[config.mk]
export PLATFORM = sky130hd
export DESIGN_NAME = pipelined_parallel_adder
export DESIGN_NICKNAME = d
export VERILOG_FILES = /design/src/rtl/pipelined_parallel_adder.sv
export SDC_FILE = /design/constraint.sdc
export NUM_CORES = 1
export LEC_CHECK = 0
export ABC_CLOCK_PERIOD_IN_PS = 2000
export CAP_MARGIN = 20
export CORE_UTILIZATION = 40
export CTS_CLUSTER_SIZE = 10
export DETAILED_ROUTE_END_ITERATION = 8
export HOLD_SLACK_MARGIN = 0.05
export PLACE_DENSITY = 0.71
export SLEW_MARGIN = 20
export SYNTH_ARGS = -nofsm -noshare
export SYNTH_HDL_FRONTEND = slang
export SYNTH_SLANG_ARGS = --single-unit
[constraint.sdc]
create_clock -name clk -period 2 [get_ports clk]
set_input_delay 0.4 -clock clk [delete_from_list [all_inputs] [get_ports clk]]
set_output_delay 0.4 -clock clk [all_outputs]
set_load 0.03 [all_outputs]
[src/rtl/pipelined_parallel_adder.sv]
// Pipelined WIDTH-bit adder: a + b + c_in split over STAGES registered carry-chain slices.
// Optional signed overflow output is built when PADD_OVERFLOW_EN is defined.
`timescale 1ns/1ps
module pipelined_parallel_adder #(
  parameter int WIDTH  = 16,
  parameter int STAGES = 4
) (
  input  logic             clk,
  input  logic             rst_n,
  input  logic             in_valid,
  output logic             in_ready,
  input  logic [WIDTH-1:0] a,
  input  logic [WIDTH-1:0] b,
  input  logic             c_in,
  output logic             out_valid,
  input  logic             out_ready,
  output logic [WIDTH-1:0] sum,
  output logic             c_out
`ifdef PADD_OVERFLOW_EN
  ,
  output logic             overflow
`endif
);

  localparam int SLICE = WIDTH / STAGES;

  logic en;

  // Stall is global: every stage holds while a result waits downstream.
  assign en       = !out_valid || out_ready;
  assign in_ready = en;

  for (genvar j = 0; j < STAGES; j++) begin : g_stage
    localparam int LO = j * SLICE;
    localparam int HI = LO + SLICE - 1;

    logic [SLICE-1:0] op_a, op_b;
    logic             cy_in, v_in;
    logic [SLICE:0]   add;
    logic [HI:0]      s_next, s;
    logic             cy, v;

    // Stage j holds the finished low sum bits [HI:0]; upper operand bits ride in g_skew.
    if (j == 0) begin : g_src
      assign op_a   = a[HI:LO];
      assign op_b   = b[HI:LO];
      assign cy_in  = c_in;
      assign v_in   = in_valid;
      assign s_next = add[SLICE-1:0];
    end else begin : g_src
      assign op_a   = g_stage[j-1].g_skew.ra[HI:LO];
      assign op_b   = g_stage[j-1].g_skew.rb[HI:LO];
      assign cy_in  = g_stage[j-1].cy;
      assign v_in   = g_stage[j-1].v;
      assign s_next = {add[SLICE-1:0], g_stage[j-1].s};
    end

    assign add = {1'b0, op_a} + {1'b0, op_b} + {{SLICE{1'b0}}, cy_in};

    always_ff @(posedge clk or negedge rst_n) begin
      if (!rst_n) begin
        s  <= '0;
        cy <= 1'b0;
        v  <= 1'b0;
      end else if (en) begin
        s  <= s_next;
        cy <= add[SLICE];
        v  <= v_in;
      end
    end

    if (j < STAGES - 1) begin : g_skew
      logic [WIDTH-1:HI+1] ra_next, rb_next, ra, rb;

      if (j == 0) begin : g_in
        assign ra_next = a[WIDTH-1:HI+1];
        assign rb_next = b[WIDTH-1:HI+1];
      end else begin : g_in
        assign ra_next = g_stage[j-1].g_skew.ra[WIDTH-1:HI+1];
        assign rb_next = g_stage[j-1].g_skew.rb[WIDTH-1:HI+1];
      end

      always_ff @(posedge clk or negedge rst_n) begin
        if (!rst_n) begin
          ra <= '0;
          rb <= '0;
        end else if (en) begin
          ra <= ra_next;
          rb <= rb_next;
        end
      end
    end

`ifdef PADD_OVERFLOW_EN
    if (j == STAGES - 1) begin : g_ovf
      logic ovf;
      // Carry into the MSB is a^b^sum at that bit; XOR with carry-out gives signed overflow.
      always_ff @(posedge clk or negedge rst_n) begin
        if (!rst_n)
          ovf <= 1'b0;
        else if (en)
          ovf <= op_a[SLICE-1] ^ op_b[SLICE-1] ^ add[SLICE-1] ^ add[SLICE];
      end
    end
`endif
  end

  assign sum       = g_stage[STAGES-1].s;
  assign c_out     = g_stage[STAGES-1].cy;
  assign out_valid = g_stage[STAGES-1].v;
`ifdef PADD_OVERFLOW_EN
  assign overflow  = g_stage[STAGES-1].g_ovf.ovf;
`endif

endmodule

A small window of the routed layout:
Region (37, 37) to (67, 67) um. Cells in grey, sequential cells in the stronger grey; small squares are vias.
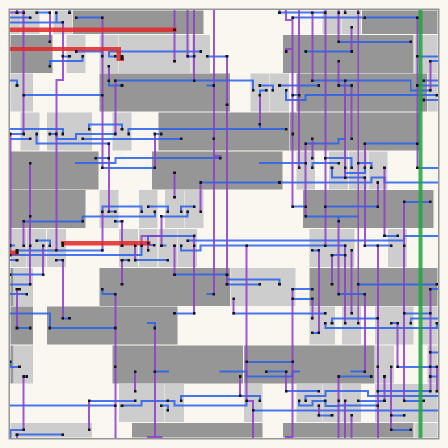
blue -> met1
red -> met3
purple -> met2
green -> met4
most frequent = nand2_1 (32), dfrtp_1 (16)
cells with their middle in the window = 62
netlist names of flops here include = g_stage.s (8), g_stage.g_skew.ra (5)
sequential cells in the window = 16

Wire density map:
Scale: 3 px per um. 21 x 21 tiles, from dark purple (low) to yellow (high), scaled to the fullest tile. Values are wire area over tile area, all layers added.
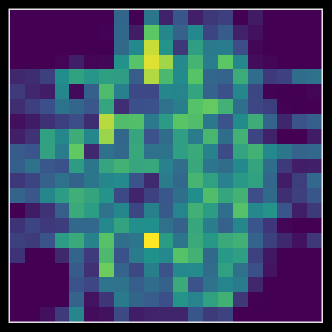
nearly empty tiles = 22%
mean over tiles = 0.10
fullest tile = 0.35
tiles over half the peak = 21%
GRT Total Usage: 14.3%
final wirelength: 6910 um

==> out/metrics.yaml <==
cts_max_level: 3
place_congestion: 0.725
hold_path_depth: 2
worst_pin_slew_ns: 0.343
hold_buffers: 1
top_area_share_pct: 57.9
use_met3_pct: 2.07
top_layer_used: "met4"
diodes: 0
tapCellCount: 133
rrSetupSlack_ns: 0.15
p_int_mw: 4.83
holdPathEnd: "g_stage[2].v$_DFFE_PN0P_"
yosysCellCount: 444
ys_seq_share_pct: 57.9
async_flop_share_pct: 100
n_all_buffers: 63
status: "complete, no violations"
layout.cells.non_filler: 635
seq_share_pct: 47.5
clk_latency_ns: 0.35
path_cells: "fa_1 > fa_1 > a21o_1 > a21oi_1 > a21oi_2"
fin_crit_sh_pct: 92.3
synth-xor-area-share_pct: 0.844
maxCapViolCount: 0
lay_top_count: "nand2_1"
die_h_um: 104
nonClkBufAreaFrac_pct: 13.0
p_per_area_nw_per_um2: 1510
cpPeakStageDelay_ns: 0.47
drive_gt1_share_pct: 6.37
setup_viol: 0
ir_drop_uv: 535
finalInstanceArea_sq_um: 5050
flop_cell: "dfrtp_1"
path_delay_family: "adder cells"
fin_skew_ns: 0.00415
warnings: 26
use_met1_pct: 17.1
end_kind: "flop"
antenna_found_initial: 0
finalMaxSlewViolations: 0
ys_top_cells_by_count: "nand2_1, dfrtp_1, o21ai_1"
finalPower_mw: 7.63
crit_path_end: "c_out$_DFFE_PN0P_"
mux_area_share_pct: 0
ys_top_logic_family: "simple AND/OR/NAND/NOR gates"
wl_met3_um: 216
place_hpwl_um: 4810
syn_inst: 444
largest_class: "sequential cells"
wl_met1_um: 3260
ys_sh_adder_pct: 7.47
hp-class: "reg -> reg"
drt_first_pass_iters: 4
cts_buffers: 9
power_leader: "sequential cells"
yosysUniqueCellTypes: 24
nets: 554
postCtsSetupBuffers: 0
crit_path_frequent_cell: "fa_1"
grt_start_max_net_pins: 76
io_buffer_count: 55
netlist_area_sq_um: 4150
rsz0062_at_grt: "no"
p_leak_nw: 2.57
postLayoutCoreUtil_pct: 51.0
drc_errors: 0
path_buffers: 0
worst-setup-path-type: "reg -> reg"
fp_nets: 501
tritoncts: "built"
cp.depth: 5
p_clk_mw: 1.41
min-delay-start: "g_stage[2].v$_DFFE_PN0P_"
dp_slack_ns: -0.0238
reg2reg_from: "g_stage[2].cy$_DFFE_PN0P_"
seq_area_sq_um: 2400
logic_gate_count: 312
simple_gate_share_pct: 23.1
yosysMostFrequentCell: "nand2_1"
area_delta_synth_final_pct: 21.7
die_area_sq_um: 10800
dp.cells: 618
fp_util_pct: 41.9
place_area_sq_um: 4810
top_cells_by_area: "dfrtp_1, nand2_1, fa_1"
powerSeq_mw: 3.24
fp.coreArea_sq_um: 9910
logic_area_sq_um: 1540
reg2reg_to: "c_out$_DFFE_PN0P_"
num_io_pins: 56
startpoint_type: "flop"
comb_share_pct: 30.4
## kinds of logic after synthesis
| family | after synthesis |
|---|---|
| AND-OR/OR-AND | 38 |
| XOR/XNOR | 4 |
| adder cells (fa/ha/maj) | 20 |
| buffers and inverters | 36 |
| flip-flops | 96 |
| AND/OR/NAND/NOR | 250 |
## sequential cells by signal (all words and copies together), names as in the netlist
name / cells
g_stage.cy: 3
g_stage.g_skew.rb: 24
sum: 16
c_out: 1
out_valid: 1
g_stage.g_skew.ra: 24
g_stage.v: 3
g_stage.s: 24
## worst register-to-register path: stages (launching register included)
cell and delay (ns):
dfrtp_1 0.41, fa_1 0.47, fa_1 0.43, a21o_1 0.19
a21oi_1 0.17, a21oi_2 0.07
